**config.mk**
```make
export PLATFORM = sky130hd
export DESIGN_NAME = mem_bridge
export DESIGN_NICKNAME = d
export VERILOG_FILES = /design/src/rtl/mem_bridge.sv
export SDC_FILE = /design/constraint.sdc
export NUM_CORES = 1
export LEC_CHECK = 0
export CORE_MARGIN = 4
export CORE_UTILIZATION = 65
export CTS_BUF_LIST = sky130_fd_sc_hd__clkbuf_2
export CTS_CLUSTER_SIZE = 24
export DETAILED_ROUTE_END_ITERATION = 10
export DONT_BUFFER_PORTS = 1
export GPL_ROUTABILITY_DRIVEN = 0
export PLACE_DENSITY = 0.88
export SYNTH_ARGS = -nofsm -noshare
export SYNTH_HDL_FRONTEND = slang
export SYNTH_SLANG_ARGS = --single-unit
```
**constraint.sdc**
```tcl
create_clock -name clk -period 2.5 [get_ports clk]
set_input_delay 0.5 -clock clk [delete_from_list [all_inputs] [get_ports clk]]
set_output_delay 0.5 -clock clk [all_outputs]
set_load 0.05 [all_outputs]
```
**src/rtl/mem_bridge.sv**
```systemverilog
// rtl/mem_bridge.sv - LC-3b controller memory port to physical memory bridge.
// Optional one-entry read buffer enabled by defining MEM_BRIDGE_RDBUF_EN.
module mem_bridge #(
  parameter int ADDR_W = 16
) (
  input  logic              clk,
  input  logic              rst_n,
  input  logic              mem_read,
  input  logic              mem_write,
  input  logic [ADDR_W-1:0] mem_address,
  input  logic [15:0]       mem_wdata,
  input  logic [1:0]        mem_byte_enable,
  output logic [15:0]       mem_rdata,
  output logic              mem_resp,
  output logic              pmem_read,
  output logic              pmem_write,
  output logic [ADDR_W-1:0] pmem_address,
  output logic [15:0]       pmem_wdata,
  output logic [1:0]        pmem_byte_enable,
  input  logic [15:0]       pmem_rdata,
  input  logic              pmem_resp
);

  typedef enum logic [1:0] {IDLE, RD, WR, RESP} state_t;

  state_t            state_q, state_d;
  logic              mem_resp_q, mem_resp_d;
  logic [15:0]       mem_rdata_q, mem_rdata_d;
  logic              pmem_read_q, pmem_read_d;
  logic              pmem_write_q, pmem_write_d;
  logic [ADDR_W-1:0] pmem_address_q, pmem_address_d;
  logic [15:0]       pmem_wdata_q, pmem_wdata_d;
  logic [1:0]        pmem_be_q, pmem_be_d;

  logic [ADDR_W-1:0] word_addr;
  logic              rd_hit;

  assign word_addr = mem_address & ~{{(ADDR_W-1){1'b0}}, 1'b1};

`ifdef MEM_BRIDGE_RDBUF_EN
  logic              buf_valid_q, buf_valid_d;
  logic [ADDR_W-1:0] buf_tag_q, buf_tag_d;
  logic [15:0]       buf_data_q, buf_data_d;

  assign rd_hit = buf_valid_q && (buf_tag_q == word_addr);

  // Fill on a completed miss; merge completed writes that land on the buffered word.
  always_comb begin
    buf_valid_d = buf_valid_q;
    buf_tag_d   = buf_tag_q;
    buf_data_d  = buf_data_q;
    if (state_q == RD && pmem_resp) begin
      buf_valid_d = 1'b1;
      buf_tag_d   = pmem_address_q;
      buf_data_d  = pmem_rdata;
    end else if (state_q == WR && pmem_resp && buf_tag_q == pmem_address_q) begin
      if (pmem_be_q[0]) buf_data_d[7:0]  = pmem_wdata_q[7:0];
      if (pmem_be_q[1]) buf_data_d[15:8] = pmem_wdata_q[15:8];
    end
  end

  always_ff @(posedge clk or negedge rst_n) begin
    if (!rst_n) begin
      buf_valid_q <= 1'b0;
      buf_tag_q   <= '0;
      buf_data_q  <= 16'h0000;
    end else begin
      buf_valid_q <= buf_valid_d;
      buf_tag_q   <= buf_tag_d;
      buf_data_q  <= buf_data_d;
    end
  end
`else
  assign rd_hit = 1'b0;
`endif

  // Outputs are computed from the next state so they are all registered.
  always_comb begin
    state_d        = state_q;
    mem_resp_d     = 1'b0;
    mem_rdata_d    = mem_rdata_q;
    pmem_read_d    = 1'b0;
    pmem_write_d   = 1'b0;
    pmem_address_d = pmem_address_q;
    pmem_wdata_d   = pmem_wdata_q;
    pmem_be_d      = pmem_be_q;
    case (state_q)
      IDLE: begin
        if (mem_write) begin
          pmem_address_d = word_addr;
          pmem_wdata_d   = mem_wdata;
          pmem_be_d      = mem_byte_enable;
          pmem_write_d   = 1'b1;
          state_d        = WR;
        end else if (mem_read) begin
          pmem_address_d = word_addr;
          pmem_be_d      = 2'b11;
          if (rd_hit) begin
`ifdef MEM_BRIDGE_RDBUF_EN
            mem_rdata_d = buf_data_q;
`endif
            mem_resp_d  = 1'b1;
            state_d     = RESP;
          end else begin
            pmem_read_d = 1'b1;
            state_d     = RD;
          end
        end
      end
      RD: begin
        if (pmem_resp) begin
          mem_rdata_d = pmem_rdata;
          mem_resp_d  = 1'b1;
          state_d     = RESP;
        end else begin
          pmem_read_d = 1'b1;
        end
      end
      WR: begin
        if (pmem_resp) begin
          mem_resp_d = 1'b1;
          state_d    = RESP;
        end else begin
          pmem_write_d = 1'b1;
        end
      end
      RESP: state_d = IDLE;
      default: state_d = IDLE;
    endcase
  end

  always_ff @(posedge clk or negedge rst_n) begin
    if (!rst_n) begin
      state_q        <= IDLE;
      mem_resp_q     <= 1'b0;
      mem_rdata_q    <= 16'h0000;
      pmem_read_q    <= 1'b0;
      pmem_write_q   <= 1'b0;
      pmem_address_q <= '0;
      pmem_wdata_q   <= 16'h0000;
      pmem_be_q      <= 2'b00;
    end else begin
      state_q        <= state_d;
      mem_resp_q     <= mem_resp_d;
      mem_rdata_q    <= mem_rdata_d;
      pmem_read_q    <= pmem_read_d;
      pmem_write_q   <= pmem_write_d;
      pmem_address_q <= pmem_address_d;
      pmem_wdata_q   <= pmem_wdata_d;
      pmem_be_q      <= pmem_be_d;
    end
  end

  assign mem_resp         = mem_resp_q;
  assign mem_rdata        = mem_rdata_q;
  assign pmem_read        = pmem_read_q;
  assign pmem_write       = pmem_write_q;
  assign pmem_address     = pmem_address_q;
  assign pmem_wdata       = pmem_wdata_q;
  assign pmem_byte_enable = pmem_be_q;

endmodule
```
**Run 1: clock nets**

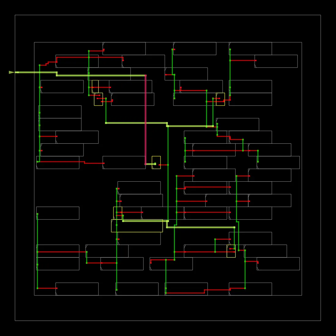
number of sinks driven by the clock tree: 54
Fin Clk Skew: 0.0398 ns
layout clock buffer count: 5
total CTS buffers: 5

**Run 1: gate-type map**

Bar = 20 um.
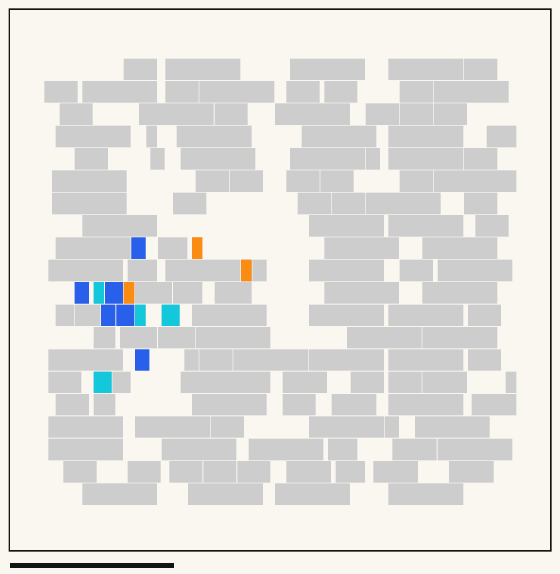
| family | colour | cells |
|---|---|---|
| inv cells | orange | 3 |
| aoi and oai cells | blue | 6 |
| nand cells | cyan | 4 |
Cell Count, Final, Fillers Out: 182
multi-input gate share of total cell area: 32.9%
most frequently placed logic cell in the final layout: sky130_fd_sc_hd__dfrtp_1

**Run 1: sequential cells grouped by signal name**

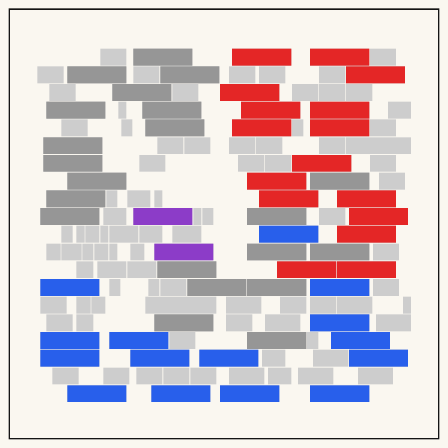
| name in the netlist | colour | sequential cells |
|---|---|---|
| `pmem_address` | blue | 15 |
| `state_q` | purple | 2 |
| `mem_rdata` | red | 16 |
not coloured: 21
share of cell area taken by flip-flops and latches: 59.6%
core utilization of the finished layout: 72.4%

**Run 1: metal layers overlaid**

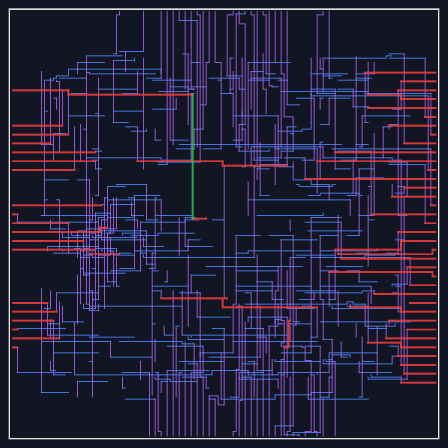
| layer | colour | wire length |
|---|---|---|
| M2 | purple | 2120 um |
| M1 | blue | 1400 um |
| M3 | red | 526 um |
| M4 | green | 19.0 um |

==> Changelog: implementation, run 1 <==
### Metrics

- Outcome: completed
- Router iterations before antenna repair: 3
- Arrival time of the worst setup path: 1.98 ns
- Number of enable flip-flop cells: 0
- Share of post-route cells with drive strength above 1: a little over two fifths
- Global-route total usage across every layer: 20.0%
- Library cell contributing the largest single delay on the critical path: sky130_fd_sc_hd__dfrtp_1
- Transition at the pin with the smallest max-transition slack: roughly 0.5 ns
- H-Tree Depth: 2
- Number of core rows: 20
- Commonest cells post-synth: sky130_fd_sc_hd__dfrtp_1 (54), sky130_fd_sc_hd__mux2_2 (39), sky130_fd_sc_hd__mux2_4 (8)
- Cell area after technology mapping: 0.00216 mm^2
- IO Count: 108
- Fmax achieved: 0.596 GHz
- Count of warning messages emitted by the tools: 30
- Post-synthesis sequential area ratio: 62.4%
- Slowest cell delay on critical path: between 0.4 and 0.5 ns
- DRT Wirelength: 4.07 mm
- Most numerous cell in the Yosys netlist: sky130_fd_sc_hd__dfrtp_1
- Ordered list of cells on the worst path: inv_1, ha_1, o21a_1, buf_4, mux2_2
- First-pass GRT wire length: 6.30 mm
- Total instance count after detailed placement: between 150 and 200
- Setup CP Type: reg2reg
- Final design area excluding fillers: 0.00227 mm^2
- Area growth syn-to-layout: 4.68%
- Total number of yosys warnings: 0
- Aggregate negative setup slack: 0 ns
- Vias per cell: 5.87
- Count of cells along the worst register-to-register path: 5
- Antenna Diode Count: 0
- CP Data Required Time: approximately 2.8 ns
- Number of antenna violations at the first check in global routing: 0
- Deepest clock path buffer count: 2
- Startpoint of the worst-slack reg-to-reg timing path: state_q[0]$_DFFE_PN0P_
- Post-layout period usage: approximately 67%
- Fraction of registers with async set or reset after synthesis: 100%
- X dimension of the die: around 66 um
- Final Setup Violations: 0
- Via count of the first global-routing pass: around 1200
- Cell type contributing the most total cell area after synthesis: sky130_fd_sc_hd__dfrtp_1
- Mean instance size in the synthesized netlist: 16.3 um^2
- Cell count after synthesis: ~130
- Destination of the worst register-to-register timing path: pmem_address[2]$_DFFE_PN0P_
- Worst-case headroom to the max-slew limit: 65.9%
- Root buffer cell: sky130_fd_sc_hd__clkbuf_2
- Number of maximum-capacitance constraint violations: 0
- HPWL reported at the end of detailed placement: 3.03 mm
- R2r setup slk: 0.82 ns
- Hold Crit Start: pmem_resp
- Min Hold Slack: 0.142 ns
- Sink of the worst hold path: pmem_read$_DFF_PN0_
- Largest fanout on the critical path: 17
- FP Util: 69.2%
- Area of the placeable core: 0.00313 mm^2
- Clock latency on the worst-skew pair: 0.43 ns
- Cell area after placement: 0.00217 mm^2
- Synthesized net count: roughly 190
- CTS tree: yes
- Post-layout min period: 1.68 ns
- Routed WL per cell: ~22 um
- DIE AREA: 0.00432 mm^2
- Total DRC errors in the routed layout: 0
- Leading cell types by total area after synthesis: sky130_fd_sc_hd__dfrtp_1 (62%), sky130_fd_sc_hd__mux2_2 (20%), sky130_fd_sc_hd__mux2_4 (5.5%)
- Min-delay worst type: in2reg
- Buffers inserted by post-CTS timing repair: 0
- CTS clock-pin slew for the worst setup and hold paths: ~0.22 ns
- Fin. max-slew vios: 0
- Final ANT Viol Nets: 0
- CP endpoint kind: flop
- Unique cell types: 22
- Number of nets at the end of the flow: 197
- Port Buffers: 0
- Via count: 1068
- Pin count of the biggest net entering global routing: ~55
- Yosys synthesis chip area: 0.00216 mm^2
- Crit start category: flop
- Post-synth regs: ~54
- Top-area cell share: 62.4%
- Vertical die size: 65.7 um
- RSZ-0062 raised after global routing: false
- Iter 0 DRT Violations: 99
- Overall overflow remaining after global route: 0
- Yosys stat cell total: 133
- Worst Hold Path Cells: 1
- Count of filler cells inserted in the layout: 211
- Final Hold Vio Count: 0
- Top flip-flop cell by instance count after synthesis: sky130_fd_sc_hd__dfrtp_1
[run 1: worst max-delay path by stage]
stage	end	start
floorplan	pmem_address[10]$_DFFE_PN0P_	state_q[0]$_DFFE_PN0P_
global placement	pmem_address[15]$_DFFE_PN0P_	state_q[0]$_DFFE_PN0P_
detailed placement	pmem_address[1]$_DFFE_PN0P_	state_q[0]$_DFFE_PN0P_
CTS	pmem_address[2]$_DFFE_PN0P_	state_q[0]$_DFFE_PN0P_
global route	pmem_address[2]$_DFFE_PN0P_	state_q[0]$_DFFE_PN0P_
finish	pmem_address[2]$_DFFE_PN0P_	state_q[0]$_DFFE_PN0P_
[run 1: cell families (layout without fill, tap and decap cells)]
| logic type | Yosys count | after routing | share of synthesized area [%] |
|---|---|---|---|
| AND-OR/OR-AND | 9 | 9 | 2.77 |
| AND/OR/NAND/NOR | 7 | 7 | 1.91 |
| other | 1 | 1 | 0.173 |
| flip-flops | 54 | 54 | 62.4 |
| multiplexers | 50 | 50 | 27.2 |
| adder cells (fa/ha/maj) | 4 | 4 | 2.31 |
| buffers and inverters | 8 | 13 | 3.18 |
[run 1: registers in the layout (all words and copies together), names as in the netlist]
name and count:
mem_rdata 16, pmem_wdata 16, pmem_address 15, pmem_byte_enable 2, state_q 2, mem_resp 1
pmem_read 1, pmem_write 1
[run 1: critical path, delay by kind of cell (launching register included)]
family / cells / cell delay [ns]
adders and majority gates: 1 / 0.24
muxes: 1 / 0.37
DFF: 1 / 0.44
buffers and inverters: 2 / 0.38
AOI/OAI and AO/OA: 1 / 0.14
[run 1: per-stage QoR]
stage,worst slack [ns]
2_1_floorplan,1.01
3_3_place_gp,0.934
3_5_place_dp,0.853
4_1_cts,0.816
5_1_grt,0.727
6_report,0.821
[run 1: cell usage in the layout, fill, tap and decap left out, drive strengths merged]
master,instances
nand2,4
ha,4
dlygate4sd3,1
clkinv,1
conb,1
mux2,47
mux2i,3
nor2b,1
buf,2
clkbuf,5
inv,3
dfrtp,54
o21ai,1
o22a,2
and2b,1
a21oi,3
o21a,1
bufinv,1
and2,1
a31oi,2
[run 1: per-layer routing]
layer | GRT usage [%] | vias to the layer above | wire [um] | share of wire [%]
met3 | 10.9 | 2 | 525 | 13
met5 | 0 | - | 0 | 0
met4 | 5.44 | 0 | 19 | 0.47
met2 | 32.9 | 68 | 2120 | 52
li1 | - | 465 | - | -
met1 | 22.4 | 533 | 1400 | 34
[run 1: final cells by class]
type / instances / area, um^2 / area share [%]
sequential: 54 / 1350 / 59.6
multi-input combinational: 71 / 744 / 32.9
clock inverter: 2 / 33.8 / 1.49
clock buffer: 5 / 25.0 / 1.10
tap: 44 / 55.1 / 2.43
inverter: 3 / 11.3 / 0.497
timing repair buffer: 3 / 45.0 / 1.99
[run 1: timing repair]
action	CTS	global route
hold buffers	2	0
endpoints found under the hold margin	54	0
gates resized	0	0
==> run 2, diff against run 1 <==
==> constraint.sdc (replaced) <==
create_clock -name clk -period 1.64 [get_ports clk]
set_input_delay 0.328 -clock clk [delete_from_list [all_inputs] [get_ports clk]]
set_output_delay 0.328 -clock clk [all_outputs]
set_load 0.05 [all_outputs]
**Run 2: metal layers overlaid**

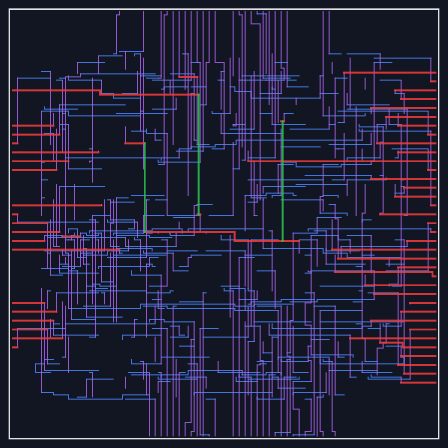
| layer | colour | wire length |
|---|---|---|
| M4 | green | 50.3 um |
| M1 | blue | 1420 um |
| M3 | red | 455 um |
| M2 | purple | 2060 um |
Routed WL per cell: 21.8 um
via count: 1114

==> run 2 against run 1 <==
  * Clock skew down 0.036 ns
  * Critical endpoint is now pmem_address[15]$_DFFE_PN0P_
  * Count of clock-buffer cells in the layout unchanged
  * Non-clock buffer count increased by 2
  * Largest cell class unchanged
  * Maximum frequency grew 6.2%
  * First-iteration DRC count shrank 9.1%
  * Critical path depth is the same
  * Global-route usage fell by 1.1 points
  * Cell count grew 0.55%
==> Changelog: implementation, run 2 <==
### Metrics

- Top-area cell share: 62.4%
- Destination of the worst register-to-register timing path: pmem_address[15]$_DFFE_PN0P_
- CTS clock-pin slew for the worst setup and hold paths: 0.22 ns
- Area growth syn-to-layout: 5.09%
- CP endpoint kind: flop
- Pin count of the biggest net entering global routing: 55
- Final ANT Viol Nets: 0
- Via count of the first global-routing pass: 1164
- Outcome: completed
- Cell count after synthesis: between 100 and 150
- Clock latency on the worst-skew pair: 0.39 ns
- Overall overflow remaining after global route: 0
- Router iterations before antenna repair: 4
- Min Hold Slack: 0.0558 ns
- Fin Clk Skew: 0.00418 ns
- Cell type contributing the most total cell area after synthesis: sky130_fd_sc_hd__dfrtp_1
- Number of core rows: 20
- Most frequently placed logic cell in the final layout: sky130_fd_sc_hd__dfrtp_1
- Cell area after placement: 0.00218 mm^2
- H-Tree Depth: 2
- Number of maximum-capacitance constraint violations: 0
- Deepest clock path buffer count: 2
- Antenna Diode Count: 0
- R2r setup slk: 0.06 ns
- Cell family with most CP delay: flip-flops
- Critical Path Start: state_q[0]$_DFFE_PN0P_
- Bufs and invs on worst path: 2
- Cell area after technology mapping: 0.00216 mm^2
- Sink of the worst hold path: mem_resp$_DFF_PN0_
- Startpoint of the worst-slack reg-to-reg timing path: state_q[0]$_DFFE_PN0P_
- Post-synth regs: approximately 54
- Library cell contributing the largest single delay on the critical path: sky130_fd_sc_hd__dfrtp_1
- Post-layout min period: approximately 1.6 ns
- Mean instance size in the synthesized netlist: approximately 16 um^2
- Final Hold Vio Count: 0
- Slowest cell delay on critical path: 0.44 ns
- Fin. max-slew vios: 0
- Count of filler cells inserted in the layout: 211
- Final Setup Violations: 0
- Post-synthesis sequential area ratio: between 60% and 70%
- Most numerous cell in the Yosys netlist: sky130_fd_sc_hd__dfrtp_1
- Vias per cell: about 6.1
- Number of antenna violations at the first check in global routing: 0
- Total number of yosys warnings: 0
- Fraction of registers with async set or reset after synthesis: 100%
- Transition at the pin with the smallest max-transition slack: 0.508 ns
- First-pass GRT wire length: 5.98 mm
- Total DRC errors in the routed layout: 0
- Global-route total usage across every layer: 18.9%
- Seq. cell area: approximately 0.0014 mm^2
- Fmax achieved: 0.632 GHz
- Count of cells along the worst register-to-register path: 5
- Number of enable flip-flop cells: 0
- Share of post-route cells with drive strength above 1: 43.9%
- DIE AREA: 0.00432 mm^2
- Synthesized net count: 192
- Commonest cells post-synth: sky130_fd_sc_hd__dfrtp_1 (54), sky130_fd_sc_hd__mux2_2 (39), sky130_fd_sc_hd__mux2_4 (8)
- Hold Crit Start: pmem_resp
- Post-layout period usage: a little over nine tenths
- Arrival time of the worst setup path: 1.89 ns
- Port Buffers: 0
- Number of sinks driven by the clock tree: around 54
- Count of warning messages emitted by the tools: 30
- DRT Wirelength: between 3 and 4 mm
- Leading cell types by total area after synthesis: sky130_fd_sc_hd__dfrtp_1 (62%), sky130_fd_sc_hd__mux2_2 (20%), sky130_fd_sc_hd__mux2_4 (5.5%)
- Number of nets at the end of the flow: 199
- Total CTS buffers: 5
- Total area of multi-input combinational cells: 751 um^2
- Yosys stat cell total: between 100 and 150
- Unique cell types: 22
- Top flip-flop cell by instance count after synthesis: sky130_fd_sc_hd__dfrtp_1
- Core utilization of the finished layout: 72.7%
- X dimension of the die: 65.7 um
- Iter 0 DRT Violations: 90
- Worst Hold Path Cells: 1
- CP Data Required Time: between 1.5 and 2 ns
- Crit start category: flop
- Final design area excluding fillers: between 0.002 and 0.0025 mm^2
- Vertical die size: around 66 um
- HPWL reported at the end of detailed placement: 2.99 mm
- Most frequently placed logic cells in the final layout: sky130_fd_sc_hd__dfrtp_1 (54), sky130_fd_sc_hd__mux2_2 (39), sky130_fd_sc_hd__mux2_4 (8)
- IO Count: roughly 110
- Largest fanout on the critical path: 17
- FP Util: 69.2%
- Min-delay worst type: in2reg
- CTS tree: yes
- Root buffer cell: sky130_fd_sc_hd__clkbuf_2
- Buffers inserted by post-CTS timing repair: 0
- Worst-case headroom to the max-slew limit: 66.1%
- Setup CP Type: reg2reg
- Area of the placeable core: between 0.003 and 0.004 mm^2
- Ordered list of cells on the worst path: inv_1, ha_2, o21a_1, buf_12, mux2_2
- Yosys synthesis chip area: 0.00216 mm^2
[run 2: cells by family (layout without fill, tap and decap cells)]
family	after synthesis	after routing	share of synthesized area, %
DFF	54	54	62.4
muxes	50	50	27.2
AOI/OAI and AO/OA	9	9	2.77
buffers and inverters	8	14	3.18
and+or+nand+nor	7	7	1.91
adders and majority gates	4	4	2.31
other	1	1	0.173
[run 2: worst max-delay path by stage]
stage                              endpoint  slack (ns)  cells past startpoint
2_1_floorplan  pmem_address[10]$_DFFE_PN0P_        0.15                      6
5_1_grt           pmem_wdata[8]$_DFFE_PN0P_       -0.01                      4
6_report       pmem_address[15]$_DFFE_PN0P_        0.06                      5
3_3_place_gp   pmem_address[15]$_DFFE_PN0P_        0.13                      5
3_5_place_dp     pmem_wdata[15]$_DFFE_PN0P_        0.05                      4
4_1_cts           pmem_wdata[8]$_DFFE_PN0P_        0.02                      4
[run 2: metrics by stage]
| step | setup slack [ns] | cells | setup TNS (ns) |
|---|---|---|---|
| 6_report | 0.0589 | 183 | 0 |
| 5_1_grt | -0.00984 | 183 | -0.0388 |
| 4_1_cts | 0.0213 | 182 | 0 |
| 3_5_place_dp | 0.0511 | 173 | 0 |
| 3_3_place_gp | 0.127 | 173 | 0 |
| 2_1_floorplan | 0.153 | 133 | 0 |
[run 2: what timing repair did]
item,in CTS,in global routing
endpoints found under the setup margin,0,26
resized,0,2
hold endpoints to repair,56,1
hold buffers,3,1
[run 2: per-layer routing]
metal | up-vias | GRT usage [%] | wire length, um
li1 | 473 | - | -
met1 | 566 | 21.0 | 1420
met4 | 0 | 6.74 | 50
met3 | 6 | 7.69 | 455
met2 | 69 | 32.5 | 2060
met5 | - | 0 | 0
[run 2: cell type report]
| cell class | instances | share of cell area [%] |
|---|---|---|
| clock inverters | 1 | 0.165 |
| flip-flops and latches | 54 | 59.4 |
| clock buffers | 5 | 1.10 |
| inverters | 3 | 0.495 |
| repair buffers | 5 | 3.41 |
| well taps | 44 | 2.42 |
| multi-input cells | 71 | 33.0 |
